--- config.mk ---
export PLATFORM = sky130hd
export DESIGN_NAME = sdram_init_refresh
export DESIGN_NICKNAME = d
export VERILOG_FILES = /design/src/rtl/sdram_pkg.sv /design/src/rtl/sdram_timer.sv /design/src/rtl/sdram_init_refresh.sv
export SDC_FILE = /design/constraint.sdc
export NUM_CORES = 1
export LEC_CHECK = 0
export ABC_AREA = 1
export CORE_MARGIN = 2
export CORE_UTILIZATION = 45
export DETAILED_ROUTE_END_ITERATION = 8
export GPL_TIMING_DRIVEN = 0
export SYNTH_ARGS = -nofsm -noshare
export SYNTH_HDL_FRONTEND = slang
export SYNTH_HIERARCHICAL = 1
export SYNTH_SLANG_ARGS = --single-unit
--- constraint.sdc ---
create_clock -name clk -period 7.05 [get_ports clk]
set_clock_uncertainty 0.1 [all_clocks]
set_input_delay 1.41 -clock clk [delete_from_list [all_inputs] [get_ports clk]]
set_output_delay 1.41 -clock clk [all_outputs]
set_load 0.01 [all_outputs]
--- src/rtl/sdram_pkg.sv ---
// Shared SDRAM command encodings, sequencer state codes and mode-register assembly.
package sdram_pkg;

    // {cs_n, ras_n, cas_n, we_n}
    typedef enum logic [3:0] {
        CMD_LMR       = 4'b0000,
        CMD_AREF      = 4'b0001,
        CMD_PRECHARGE = 4'b0010,
        CMD_ACTIVE    = 4'b0011,
        CMD_WRITE     = 4'b0100,
        CMD_READ      = 4'b0101,
        CMD_NOP       = 4'b0111
    } cmd_e;

    typedef logic [3:0] state_t;

    localparam state_t ST_INIT_WAIT = 4'd0;
    localparam state_t ST_PRE       = 4'd1;
    localparam state_t ST_PRE_WAIT  = 4'd2;
    localparam state_t ST_AREF      = 4'd3;
    localparam state_t ST_AREF_WAIT = 4'd4;
    localparam state_t ST_LMR       = 4'd5;
    localparam state_t ST_MRD_WAIT  = 4'd6;
    localparam state_t ST_IDLE      = 4'd7;
    localparam state_t ST_RREF      = 4'd8;
    localparam state_t ST_RREF_WAIT = 4'd9;

    function automatic logic [9:0] mode_word(input logic [2:0] cas_lat,
                                             input logic       burst_type,
                                             input logic [2:0] burst_len,
                                             input logic       write_burst);
        return {write_burst, 2'b00, cas_lat, burst_type, burst_len};
    endfunction

endpackage

--- src/rtl/sdram_timer.sv ---
// Loadable down-counter that stops at zero and flags it; zero is valid the cycle after the load.
// Latency: load takes effect next cycle. No backpressure.
// A load always wins over counting.
module sdram_timer #(
    parameter int           W       = 16,
    parameter logic [W-1:0] RST_VAL = '0
) (
    input  logic         clk,
    input  logic         rst_n,
    input  logic         load,
    input  logic [W-1:0] load_val,
    output logic         zero
);

    logic [W-1:0] cnt;

    always_ff @(posedge clk or negedge rst_n) begin
        if (!rst_n) begin
            cnt <= RST_VAL;
        end else if (load) begin
            cnt <= load_val;
        end else if (cnt != '0) begin
            cnt <= cnt - 1'b1;
        end
    end

    assign zero = (cnt == '0);

endmodule

--- src/rtl/sdram_init_refresh.sv ---
// SDRAM power-up sequencer and periodic refresh scheduler; optional refresh debt via SDRAM_REF_DEBT_EN.
// Latency: all outputs registered; a sampled ref_ack issues PRECHARGE on the following cycle.
// Backpressure: refresh waits in ref_req until the host acks; lost obligations set sticky ref_overrun.
module sdram_init_refresh
    import sdram_pkg::*;
#(
    parameter int         ADDR_W       = 13,
    parameter int         BA_W         = 2,
    parameter int         T_INIT_CYC   = 10000,
    parameter int         T_RP         = 2,
    parameter int         T_RC         = 7,
    parameter int         T_MRD        = 2,
    parameter int         INIT_REFRESH = 8,
    parameter int         REF_INTERVAL = 780,
    parameter int         CAS_LAT      = 2,
    parameter logic [2:0] BURST_LEN    = 3'b111,
    parameter int         BURST_TYPE   = 0,
    parameter int         WRITE_BURST  = 0
) (
    input  logic              clk,
    input  logic              rst_n,
    output logic              cmd_cs_n,
    output logic              cmd_ras_n,
    output logic              cmd_cas_n,
    output logic              cmd_we_n,
    output logic              cmd_cke,
    output logic [BA_W-1:0]   cmd_ba,
    output logic [ADDR_W-1:0] cmd_addr,
    output logic              init_done,
    output logic              ref_req,
    input  logic              ref_ack,
    output logic              ref_busy,
    output logic              ref_overrun
);

`ifdef SDRAM_REF_DEBT_EN
    localparam int           PW       = 4;
    localparam logic [PW-1:0] PEND_MAX = PW'(8);
    localparam bit           DEBT     = 1'b1;
`else
    localparam int           PW       = 1;
    localparam logic [PW-1:0] PEND_MAX = PW'(1);
    localparam bit           DEBT     = 1'b0;
`endif

    localparam int         CW   = $clog2(T_INIT_CYC + T_RP + T_RC + T_MRD + 1);
    localparam int         IW   = $clog2(REF_INTERVAL + 1);
    localparam int         RW   = $clog2(INIT_REFRESH + 1);
    localparam logic [9:0] MODE = mode_word(3'(CAS_LAT), 1'(BURST_TYPE), BURST_LEN, 1'(WRITE_BURST));

    state_t            state, eff, nxt;
    logic              tmr_load, tmr_zero, iv_zero, iv_load, wrap, dec;
    logic [CW-1:0]     tmr_val;
    logic [RW-1:0]     aref_left;
    logic [PW-1:0]     pending, pending_nxt;
    cmd_e              cmd_nxt;
    logic [ADDR_W-1:0] addr_nxt;

    // A command whose spacing is a single cycle has already served its wait,
    // so it is treated as its wait state to avoid a spare NOP.
    always_comb begin
        eff = state;
        if (tmr_zero) begin
            case (state)
                ST_PRE:  eff = ST_PRE_WAIT;
                ST_AREF: eff = ST_AREF_WAIT;
                ST_LMR:  eff = ST_MRD_WAIT;
                ST_RREF: eff = ST_RREF_WAIT;
                default: ;
            endcase
        end
    end

    always_comb begin
        nxt = eff;
        case (eff)
            ST_INIT_WAIT: if (tmr_zero) nxt = ST_PRE;
            ST_PRE:       nxt = ST_PRE_WAIT;
            ST_PRE_WAIT:  if (tmr_zero) nxt = init_done ? ST_RREF : ST_AREF;
            ST_AREF:      nxt = ST_AREF_WAIT;
            ST_AREF_WAIT: if (tmr_zero) nxt = (aref_left != '0) ? ST_AREF : ST_LMR;
            ST_LMR:       nxt = ST_MRD_WAIT;
            ST_MRD_WAIT:  if (tmr_zero) nxt = ST_IDLE;
            ST_IDLE:      if (ref_req && ref_ack) nxt = ST_PRE;
            ST_RREF:      nxt = ST_RREF_WAIT;
            ST_RREF_WAIT: if (tmr_zero) nxt = (DEBT && (pending > PW'(1))) ? ST_RREF : ST_IDLE;
            default:      nxt = ST_INIT_WAIT;
        endcase
    end

    always_comb begin
        tmr_load = 1'b1;
        tmr_val  = '0;
        cmd_nxt  = CMD_NOP;
        addr_nxt = '0;
        case (nxt)
            ST_PRE: begin
                tmr_val      = CW'(T_RP - 1);
                cmd_nxt      = CMD_PRECHARGE;
                addr_nxt[10] = 1'b1;
            end
            ST_AREF, ST_RREF: begin
                tmr_val = CW'(T_RC - 1);
                cmd_nxt = CMD_AREF;
            end
            ST_LMR: begin
                tmr_val  = CW'(T_MRD - 1);
                cmd_nxt  = CMD_LMR;
                addr_nxt = ADDR_W'(MODE);
            end
            default: tmr_load = 1'b0;
        endcase
    end

    always_comb begin
        wrap        = init_done && iv_zero;
        dec         = (eff == ST_RREF_WAIT) && tmr_zero;
        pending_nxt = pending;
        if (wrap && !dec) begin
            if (pending != PEND_MAX) pending_nxt = pending + 1'b1;
        end else if (dec && !wrap) begin
            pending_nxt = pending - 1'b1;
        end
    end

    assign iv_load = !init_done || iv_zero;

    sdram_timer #(.W(CW), .RST_VAL(CW'(T_INIT_CYC - 1))) u_cmd_tmr (
        .clk      (clk),
        .rst_n    (rst_n),
        .load     (tmr_load),
        .load_val (tmr_val),
        .zero     (tmr_zero)
    );

    sdram_timer #(.W(IW), .RST_VAL(IW'(REF_INTERVAL - 1))) u_ref_tmr (
        .clk      (clk),
        .rst_n    (rst_n),
        .load     (iv_load),
        .load_val (IW'(REF_INTERVAL - 1)),
        .zero     (iv_zero)
    );

    always_ff @(posedge clk or negedge rst_n) begin
        if (!rst_n) begin
            state       <= ST_INIT_WAIT;
            aref_left   <= RW'(INIT_REFRESH);
            pending     <= '0;
            {cmd_cs_n, cmd_ras_n, cmd_cas_n, cmd_we_n} <= CMD_NOP;
            cmd_cke     <= 1'b1;
            cmd_ba      <= '0;
            cmd_addr    <= '0;
            init_done   <= 1'b0;
            ref_req     <= 1'b0;
            ref_busy    <= 1'b1;
            ref_overrun <= 1'b0;
        end else begin
            state       <= nxt;
            if (nxt == ST_AREF) aref_left <= aref_left - 1'b1;
            pending     <= pending_nxt;
            {cmd_cs_n, cmd_ras_n, cmd_cas_n, cmd_we_n} <= cmd_nxt;
            cmd_cke     <= 1'b1;
            cmd_ba      <= '0;
            cmd_addr    <= addr_nxt;
            init_done   <= init_done | (nxt == ST_IDLE);
            ref_req     <= (nxt == ST_IDLE) && (pending_nxt != '0);
            ref_busy    <= (nxt != ST_IDLE);
            ref_overrun <= ref_overrun | (wrap && !dec && (pending == PEND_MAX));
        end
    end

endmodule

Run 1, signal wires on met1:
Drawn at 6 px/um. Supply wires on this layer in gray. Cells faint in the background.
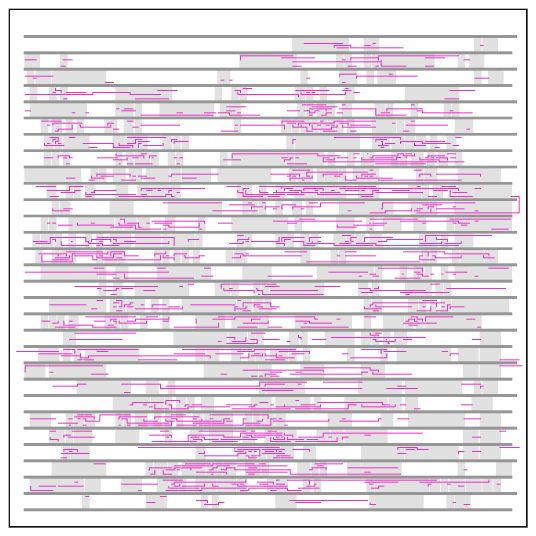
nets with wire on the layer: 401
longest straight run: 33.6 um
share of all routed wire: 49%

Run 1, signal wires by layer:
Drawn at 6 px/um. Two of the layers only.
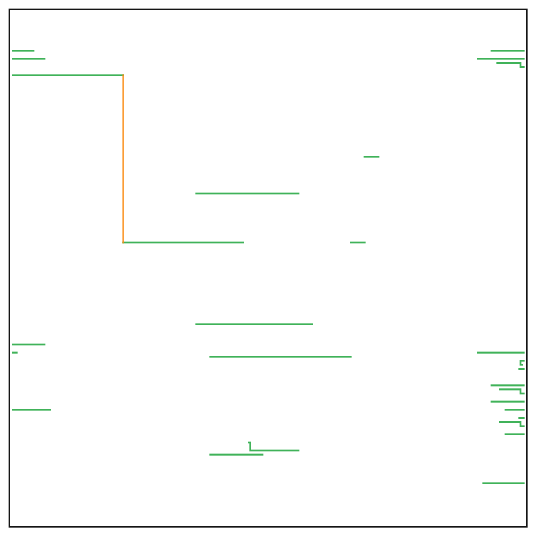
| color | layer | wire length |
|---|---|---|
| green | M3 | 204 um |
| orange | M4 | 27.9 um |
routed vias: 2,425
GRT Overall Usage: 0.1743
WL/cell: 11.03 um
final WL: 5769 um

==> impl_metrics.env, run 1 <==
# flow metrics
export IMPL_outcome="completed"
export IMPL_min_period_ns=4.133
export IMPL_cp_start_kind="flop"
export IMPL_dpl_hpwl_um=4440
export IMPL_min_path_cells=2
export IMPL_top_register="u_cmd_tmr/cnt"
export IMPL_clock_latency_ns=0.29
export IMPL_top_area_frac=0.1984
export IMPL_num_antenna_cells=0
export IMPL_max_slew_margin=0.4850
export IMPL_rr_endpoint="u_cmd_tmr/cnt[1]"
export IMPL_first_global_vias=2319
export IMPL_finish_utilization=0.5455
export IMPL_yosysWarnings=6
export IMPL_syn_inst=392
export IMPL_startpoint="u_cmd_tmr/cnt[0]"
export IMPL_flop_cell="dfrtp_1"
export IMPL_ys_chip_area_sq_um=3027
export IMPL_leakage_nw=1.778
export IMPL_r2r_start="u_cmd_tmr/cnt[0]"
export IMPL_fill_cells=649
export IMPL_io_buffers=14
export IMPL_fin_area_sq_um=3503
export IMPL_intPower_uw=603.1
Run 1, track usage over the die:
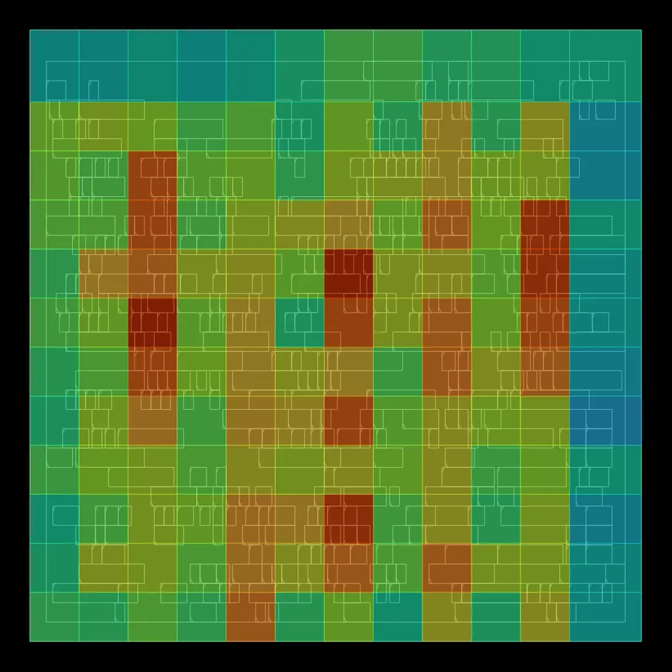
Most Crowded Layer GR: met2
GR Layer Usage met1: 0.2346
met3 usage: 0.02887

==> run 2, diff against run 1 <==
clock period = 4.17 ns   (was 7.05 ns; I/O delays follow)
Run 2, register map, names as in the netlist:
Drawn at 6 px/um. Other sequential cells in the stronger gray, the rest of the logic in the fainter gray.
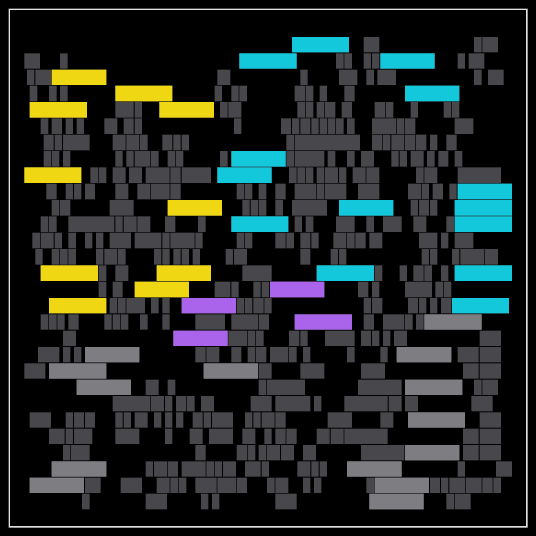
| color | name in the netlist | placed flops |
|---|---|---|
| yellow | u_ref_tmr/cnt | 10 |
| cyan | u_cmd_tmr/cnt | 14 |
| purple | aref_left | 4 |
FF+latch area: 1074 sq um
Util after Layout: 0.5474
Seq. pwr: 651 uW
flop share of the area: 0.3053

==> impl_metrics.env, run 2 <==
# flow metrics
export IMPL_drt_pre_antenna_iters=4
export IMPL_min_period_ns=3.673
export IMPL_outcome="completed"
export IMPL_num_antenna_cells=0
export IMPL_die_height_um=86.01
export IMPL_antenna_found_initial=0
export IMPL_cp_start_kind="flop"
export IMPL_dpl_hpwl_um=4440
export IMPL_synth_cellmix_simpleShare=0.4394
export IMPL_syn_inst=392
export IMPL_flop_cell="dfrtp_1"
export IMPL_ant_nets=0
export IMPL_ys_chip_area_sq_um=3027
export IMPL_grtUsageTotal=0.1745
export IMPL_rr_endpoint="u_cmd_tmr/cnt[8]"
export IMPL_wl_per_cell_um=11.03
export IMPL_fill_cells=648
export IMPL_synthesis_area_sq_um=3027
export IMPL_top_register="u_cmd_tmr/cnt"
export IMPL_fin_setup_tns_ns=0
export IMPL_first_global_vias=2320
export IMPL_clock_latency_ns=0.29
export IMPL_vias=2426
export IMPL_grt_use_met3=0.02887
export IMPL_fin_hold_ws_ns=0.2594
export IMPL_synth_adder_area_share=0.01240
export IMPL_met2_usage=0.2946
export IMPL_top_area_frac=0.1984
export IMPL_yosysWarnings=6
export IMPL_met1_usage=0.2364
export IMPL_yosys_cells=392
export IMPL_peakVddDrop_v=0.0001884
export IMPL_leakage_nw=1.786
export IMPL_maxCapViolations=0
export IMPL_intPower_mw=1.021
export IMPL_startpoint="u_cmd_tmr/cnt[0]"
export IMPL_grt_busiest_layer="met2"
export IMPL_cp_num_cells=21
export IMPL_fin_area_sq_um=3516
export IMPL_ctsResizeCount=1
export IMPL_wl_um=5767
export IMPL_grt_max_degree=40
export IMPL_p_sw_uw=723.5
export IMPL_rsz0062_at_grt="no"
No activity file was given, so power comes from the tool's default toggle rates.
